[src/rtl/sr_pkg.sv]
// Shared types and command decode for the SR flag register bank.
package sr_pkg;

  typedef enum logic [1:0] {
    HOLD    = 2'd0,
    SET_DOM = 2'd1,
    RST_DOM = 2'd2,
    TOGGLE  = 2'd3
  } sr_mode_e;

  typedef enum logic [1:0] {
    NONE = 2'd0,
    SET  = 2'd1,
    RST  = 2'd2,
    BOTH = 2'd3
  } sr_cmd_e;

  function automatic sr_cmd_e sr_decode(input logic s, input logic r);
    case ({s, r})
      2'b10:   return SET;
      2'b01:   return RST;
      2'b11:   return BOTH;
      default: return NONE;
    endcase
  endfunction

endpackage

[src/rtl/sr_register_bank_cell.sv]
// One SR channel: stability filter, state flop, change pulse and sticky conflict flag.
module sr_cell
  import sr_pkg::*;
#(
  parameter int unsigned FILTER_LEN    = 1,
  parameter int unsigned CONFLICT_MODE = 0,
  parameter bit          RESET_VAL     = 1'b0
) (
  input  logic clk,
  input  logic reset,
  input  logic en,
  input  logic s,
  input  logic r,
  input  logic clr_status,
  output logic q,
  output logic qbar,
  output logic changed,
  output logic conflict,
  output logic both_fire_c
);

  localparam int unsigned FCNT_W = $clog2(FILTER_LEN + 1);
  localparam sr_mode_e    MODE   = sr_mode_e'(CONFLICT_MODE[1:0]);

  sr_cmd_e             cmd_c;
  sr_cmd_e             last_cmd_q, last_cmd_d;
  logic [FCNT_W-1:0]   cnt_q, cnt_d;
  logic                q_q, q_d, qbar_q, qbar_d;
  logic                changed_q, changed_d, conflict_q, conflict_d;
  logic                fire_c;

  always_comb begin
    cmd_c      = sr_decode(s, r);
    last_cmd_d = last_cmd_q;
    cnt_d      = cnt_q;
    fire_c     = 1'b0;
    q_d        = q_q;

    // A command fires once, on the cycle its run length reaches FILTER_LEN
    if (!en) begin
      last_cmd_d = NONE;
      cnt_d      = '0;
    end else if ((cmd_c != last_cmd_q) || (cmd_c == NONE)) begin
      last_cmd_d = cmd_c;
      cnt_d      = (cmd_c == NONE) ? '0 : FCNT_W'(1);
      fire_c     = (cmd_c != NONE) && (FILTER_LEN == 1);
    end else begin
      if (cnt_q != FCNT_W'(FILTER_LEN)) cnt_d = cnt_q + FCNT_W'(1);
      fire_c = (cnt_q == FCNT_W'(FILTER_LEN - 1));
    end

    if (fire_c) begin
      case (cmd_c)
        SET: q_d = 1'b1;
        RST: q_d = 1'b0;
        BOTH: begin
          case (MODE)
            SET_DOM: q_d = 1'b1;
            RST_DOM: q_d = 1'b0;
            TOGGLE:  q_d = ~q_q;
            default: q_d = q_q;
          endcase
        end
        default: q_d = q_q;
      endcase
    end

    both_fire_c = fire_c && (cmd_c == BOTH);
    qbar_d      = ~q_d;
    changed_d   = (q_d != q_q);
    conflict_d  = (conflict_q && !clr_status) || both_fire_c;
  end

  always_ff @(posedge clk) begin
    if (reset) begin
      last_cmd_q <= NONE;
      cnt_q      <= '0;
      q_q        <= RESET_VAL;
      qbar_q     <= ~RESET_VAL;
      changed_q  <= 1'b0;
      conflict_q <= 1'b0;
    end else begin
      last_cmd_q <= last_cmd_d;
      cnt_q      <= cnt_d;
      q_q        <= q_d;
      qbar_q     <= qbar_d;
      changed_q  <= changed_d;
      conflict_q <= conflict_d;
    end
  end

  assign q        = q_q;
  assign qbar     = qbar_q;
  assign changed  = changed_q;
  assign conflict = conflict_q;

endmodule

[src/rtl/sr_register_bank.sv]
// Bank of WIDTH filtered SR flag channels.
// Define SR_CONFLICT_CNT_EN to add the saturating conflict_cnt event counter.
module sr_register_bank
  import sr_pkg::*;
#(
  parameter int unsigned WIDTH         = 8,
  parameter int unsigned FILTER_LEN    = 1,
  parameter int unsigned CONFLICT_MODE = 0,
  parameter bit          RESET_VAL     = 1'b0,
  parameter int unsigned CNT_W         = 8
) (
  input  logic             clk,
  input  logic             reset,
  input  logic             en,
  input  logic [WIDTH-1:0] s,
  input  logic [WIDTH-1:0] r,
  input  logic             clr_status,
  output logic [WIDTH-1:0] q,
  output logic [WIDTH-1:0] qbar,
  output logic [WIDTH-1:0] changed,
  output logic [WIDTH-1:0] conflict
`ifdef SR_CONFLICT_CNT_EN
  ,
  output logic [CNT_W-1:0] conflict_cnt
`endif
);

  logic [WIDTH-1:0] both_fire_c;

  for (genvar i = 0; i < int'(WIDTH); i++) begin : g_cell
    sr_cell #(
      .FILTER_LEN   (FILTER_LEN),
      .CONFLICT_MODE(CONFLICT_MODE),
      .RESET_VAL    (RESET_VAL)
    ) u_cell (
      .clk        (clk),
      .reset      (reset),
      .en         (en),
      .s          (s[i]),
      .r          (r[i]),
      .clr_status (clr_status),
      .q          (q[i]),
      .qbar       (qbar[i]),
      .changed    (changed[i]),
      .conflict   (conflict[i]),
      .both_fire_c(both_fire_c[i])
    );
  end

`ifdef SR_CONFLICT_CNT_EN
  localparam int unsigned      SUM_W   = CNT_W + $clog2(WIDTH + 1);
  localparam logic [CNT_W-1:0] CNT_MAX = '1;

  logic [CNT_W-1:0] ccnt_q, ccnt_d;
  logic [SUM_W-1:0] pop_c, sum_c;

  // Popcount of this edge's conflicts added to the (optionally cleared) total, saturating
  always_comb begin
    pop_c = '0;
    for (int unsigned i = 0; i < WIDTH; i++) pop_c = pop_c + SUM_W'(both_fire_c[i]);
    sum_c  = (clr_status ? '0 : SUM_W'(ccnt_q)) + pop_c;
    ccnt_d = (sum_c > SUM_W'(CNT_MAX)) ? CNT_MAX : CNT_W'(sum_c);
  end

  always_ff @(posedge clk) begin
    if (reset) ccnt_q <= '0;
    else       ccnt_q <= ccnt_d;
  end

  assign conflict_cnt = ccnt_q;
`else
  logic unused_c;
  assign unused_c = ^{both_fire_c, 32'(CNT_W)};
`endif

endmodule
[config.mk]
export PLATFORM = sky130hd
export DESIGN_NAME = sr_register_bank
export DESIGN_NICKNAME = d
export VERILOG_FILES = /design/src/rtl/sr_pkg.sv /design/src/rtl/sr_register_bank_cell.sv /design/src/rtl/sr_register_bank.sv
export SDC_FILE = /design/constraint.sdc
export NUM_CORES = 1
export LEC_CHECK = 0
export CAP_MARGIN = 30
export CORE_UTILIZATION = 50
export CTS_CLUSTER_DIAMETER = 200
export DETAILED_ROUTE_END_ITERATION = 7
export DONT_BUFFER_PORTS = 1
export PLACE_DENSITY_LB_ADDON = 0.12
export SLEW_MARGIN = 20
export SYNTH_ARGS = -nofsm -noshare
export SYNTH_HDL_FRONTEND = slang
export SYNTH_SLANG_ARGS = --single-unit
[constraint.sdc]
create_clock -name clk -period 2.2 [get_ports clk]
set_clock_uncertainty 0.15 [all_clocks]
set_input_delay 0.66 -clock clk [delete_from_list [all_inputs] [get_ports clk]]
set_output_delay 0.66 -clock clk [all_outputs]
set_load 0.005 [all_outputs]
m3.png
Bar = 20 um.
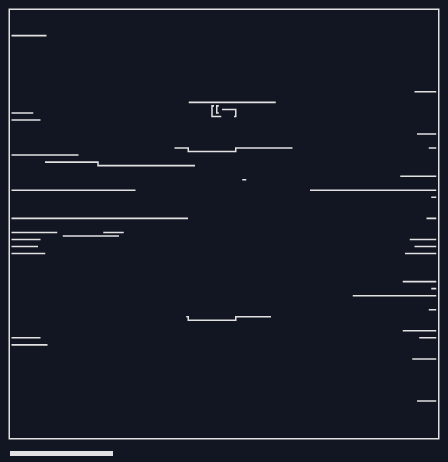
wire length on this layer = 331 um
nets with wire on the layer = 37
Routed WL: 5.508 mm
GR Util met3: 0.04573
routed vias: 2158

port_trees.png
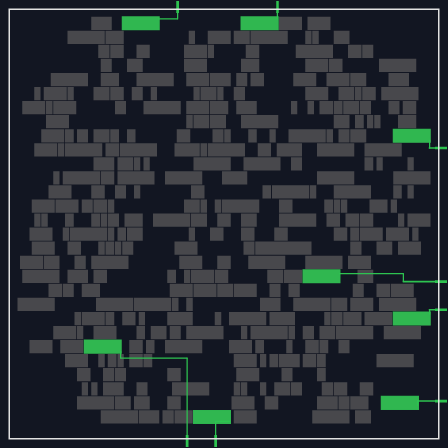
qbar -> green  # bits 8, direction output, end cells 8, buffers 0, wire 70.9 um
Buffers on Ports: 0
number of primary I/O pins: 52

placed.png
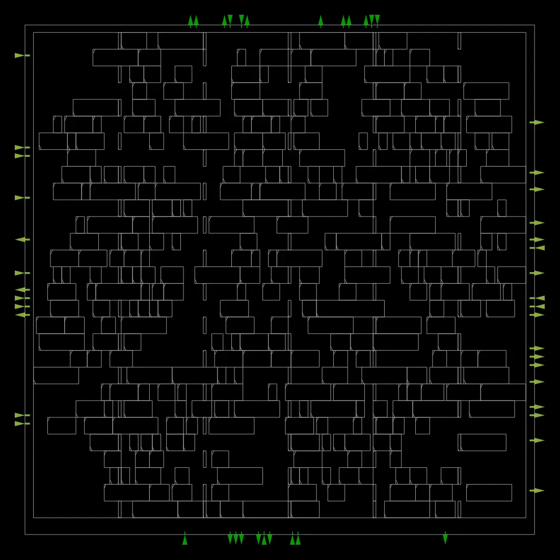
Seq area share: 0.3352
core area: 6314 um^2

m2.png
Cells faint in the background.
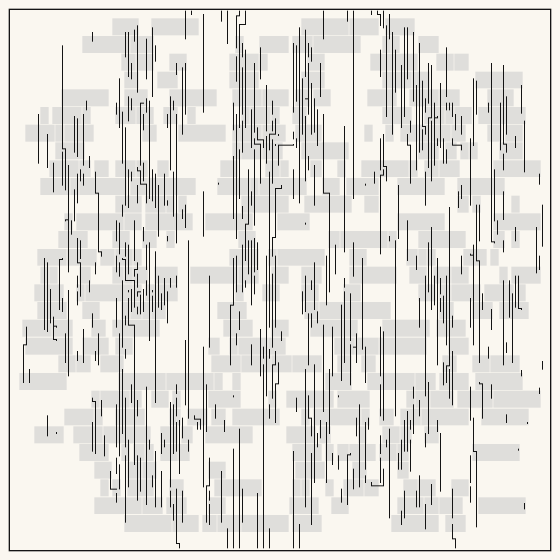
longest straight run = 28.7 um
share of all routed wire = 49%
nets with wire on the layer = 309
main direction = vertical
wire length on this layer = 2710 um
GR met2 Demand/Resource: 0.2988

==> impl_metrics.py <==
# Auto-generated metrics
metrics = {
    "run_status": {
        "status": "finished clean",
    },
    "critical_path": {
        "r2r_start": "g_cell[7].u_cell.last_cmd_q[1]$_SDFFE_PP0N_",
        "crit_family": "AND-OR/OR-AND gates",
        "r2r_cells": 4,
        "crit_required_ns": 2.25,
        "crit_cells": 6,
        "path_cells": "inv_1, ha_1, or3_1, a211oi_2, a21oi_2, mux2_4",
        "cp_data_arrival_time_ns": 1.91,
        "r2r_slack_ns": 0.58,
        "endpoint_kind": "flip-flop",
        "crit_buf_inv": 1,
        "start_kind": "primary input",
        "crit_slowest_cell": "or3_1",
        "path_class": "primary input to flip-flop",
        "worst-path-max-fanout": 5,
        "max_stage_delay_ns": 0.32,
    },
    "global_route": {
        "grt.busiest_layer": "met2",
        "use_met1": 0.1967,
        "grt_pass1_wl_mm": 9.411,
        "grt_max_degree": 33,
        "grt_pass1_vias": 2194,
        "gr-total-overflow": 0,
    },
    "logic_synthesis": {
        "adder_share": 0.1686,
        "area_leaders": "dfxtp_1, ha_1, buf_4",
        "async_flop_share": 0,
        "edf_count": 0,
        "ys_ff": 56,
        "ys_sh_aoi": 0.09885,
        "synth_cells": 344,
        "mux_area_frac": 0.05326,
        "ys_area_um2": 3266,
        "netlist-cell-type-count": 53,
        "ys_cells": 344,
        "top_cell": "dfxtp_1",
        "postSynthAreaPerCell_um2": 9.493,
        "ys_top_cells_by_count": "dfxtp_1, ha_1, buf_4",
        "yosysWarningCount": 0,
        "synthFlopType": "dfxtp_1",
        "largest_area_cell": "dfxtp_1",
        "synth_seq_share": 0.3433,
        "synth-simple-area-share": 0.1816,
        "syn_area_um2": 3266,
    },
    "placement": {
        "placed_cell_area_um2": 3233,
        "gp_congestion": 0.8220,
        "dp_hpwl_mm": 4.185,
        "dp.cells": 401,
    },
    "clocking": {
        "worstSkewPairLatency_ns": 0.31,
        "htreeDepth": 2,
        "cts_setup_buffers": 0,
        "cts_resized": 0,
        "numCtsBuffers": 5,
        "clkSinkCount": 56,
    },
    "layout": {
        "nFlopsAndLatches": 56,
        "final_cell_mix": "dfxtp_1, ha_1, nor2_1",
        "utilization": 0.5297,
        "lay_top_count": "dfxtp_1",
        "regArea_um2": 1121,
        "drive_above_1_share": 0.1024,
        "fin_cells": 409,
        "inverters_excl_clock": 22,
        "fin_nets": 395,
        "fin_area_um2": 3344,
        "largest_class": "multi-input combinational cells",
        "signal_buffers": 18,
        "buf_share": 0.04040,
    },
    "timing": {
        "setup_viol": 0,
        "hold_viol": 0,
        "rsz0062_at_grt": "no",
        "finalMaxSlewViolations": 0,
        "period_needed_ns": 1.863,
        "max_freq_mhz": 536.7,
        "finalCritPeriodShare": 0.8469,
        "tightest_slew_ns": 0.4037,
        "layout_setup_ws_ns": 0.3369,
        "max_slew_margin": 0.7309,
    },
    "pwr": {
        "p_leak_nw": 1.451,
        "p_seq_w": 0.00108,
        "power.total_w": 0.002054,
        "power_frac_seq": 0.528,
        "comb_power_w": 0.000296,
        "power.switching_w": 0.0005098,
        "pwr_density_cell_nw_per_um2": 614.3,
        "combPwrFrac": 0.144,
        "power.ir.vdd_worst_uv": 402.4,
        "p_clk_w": 0.000675,
        "sw_frac_of_total": 0.2481,
    },
    "route": {
        "dr_wl_met2_mm": 2.707,
        "detail_route.vias_per_cell": 5.276,
        "drtIter0Drc": 60,
        "antenna_left": 0,
        "drc_errors": 0,
        "wl_per_cell_um": 13.47,
        "dr.pass1.iters": 4,
    },
    "floorplanning": {
        "die_w_um": 82.82,
        "die_y_um": 82.82,
        "tap_cells": 77,
        "fp_util": 0.5172,
    },
    "worst_hold_path": {
        "min_from": "reset",
        "worst_hold_path.endpoint": "g_cell[6].u_cell.conflict$_SDFF_PP0_",
        "hold_path_depth": 1,
        "hold_class": "primary input to flip-flop",
    },
    "run": {
        "warnings": 62,
    },
}
No activity file was given, so power comes from the tool's default toggle rates.
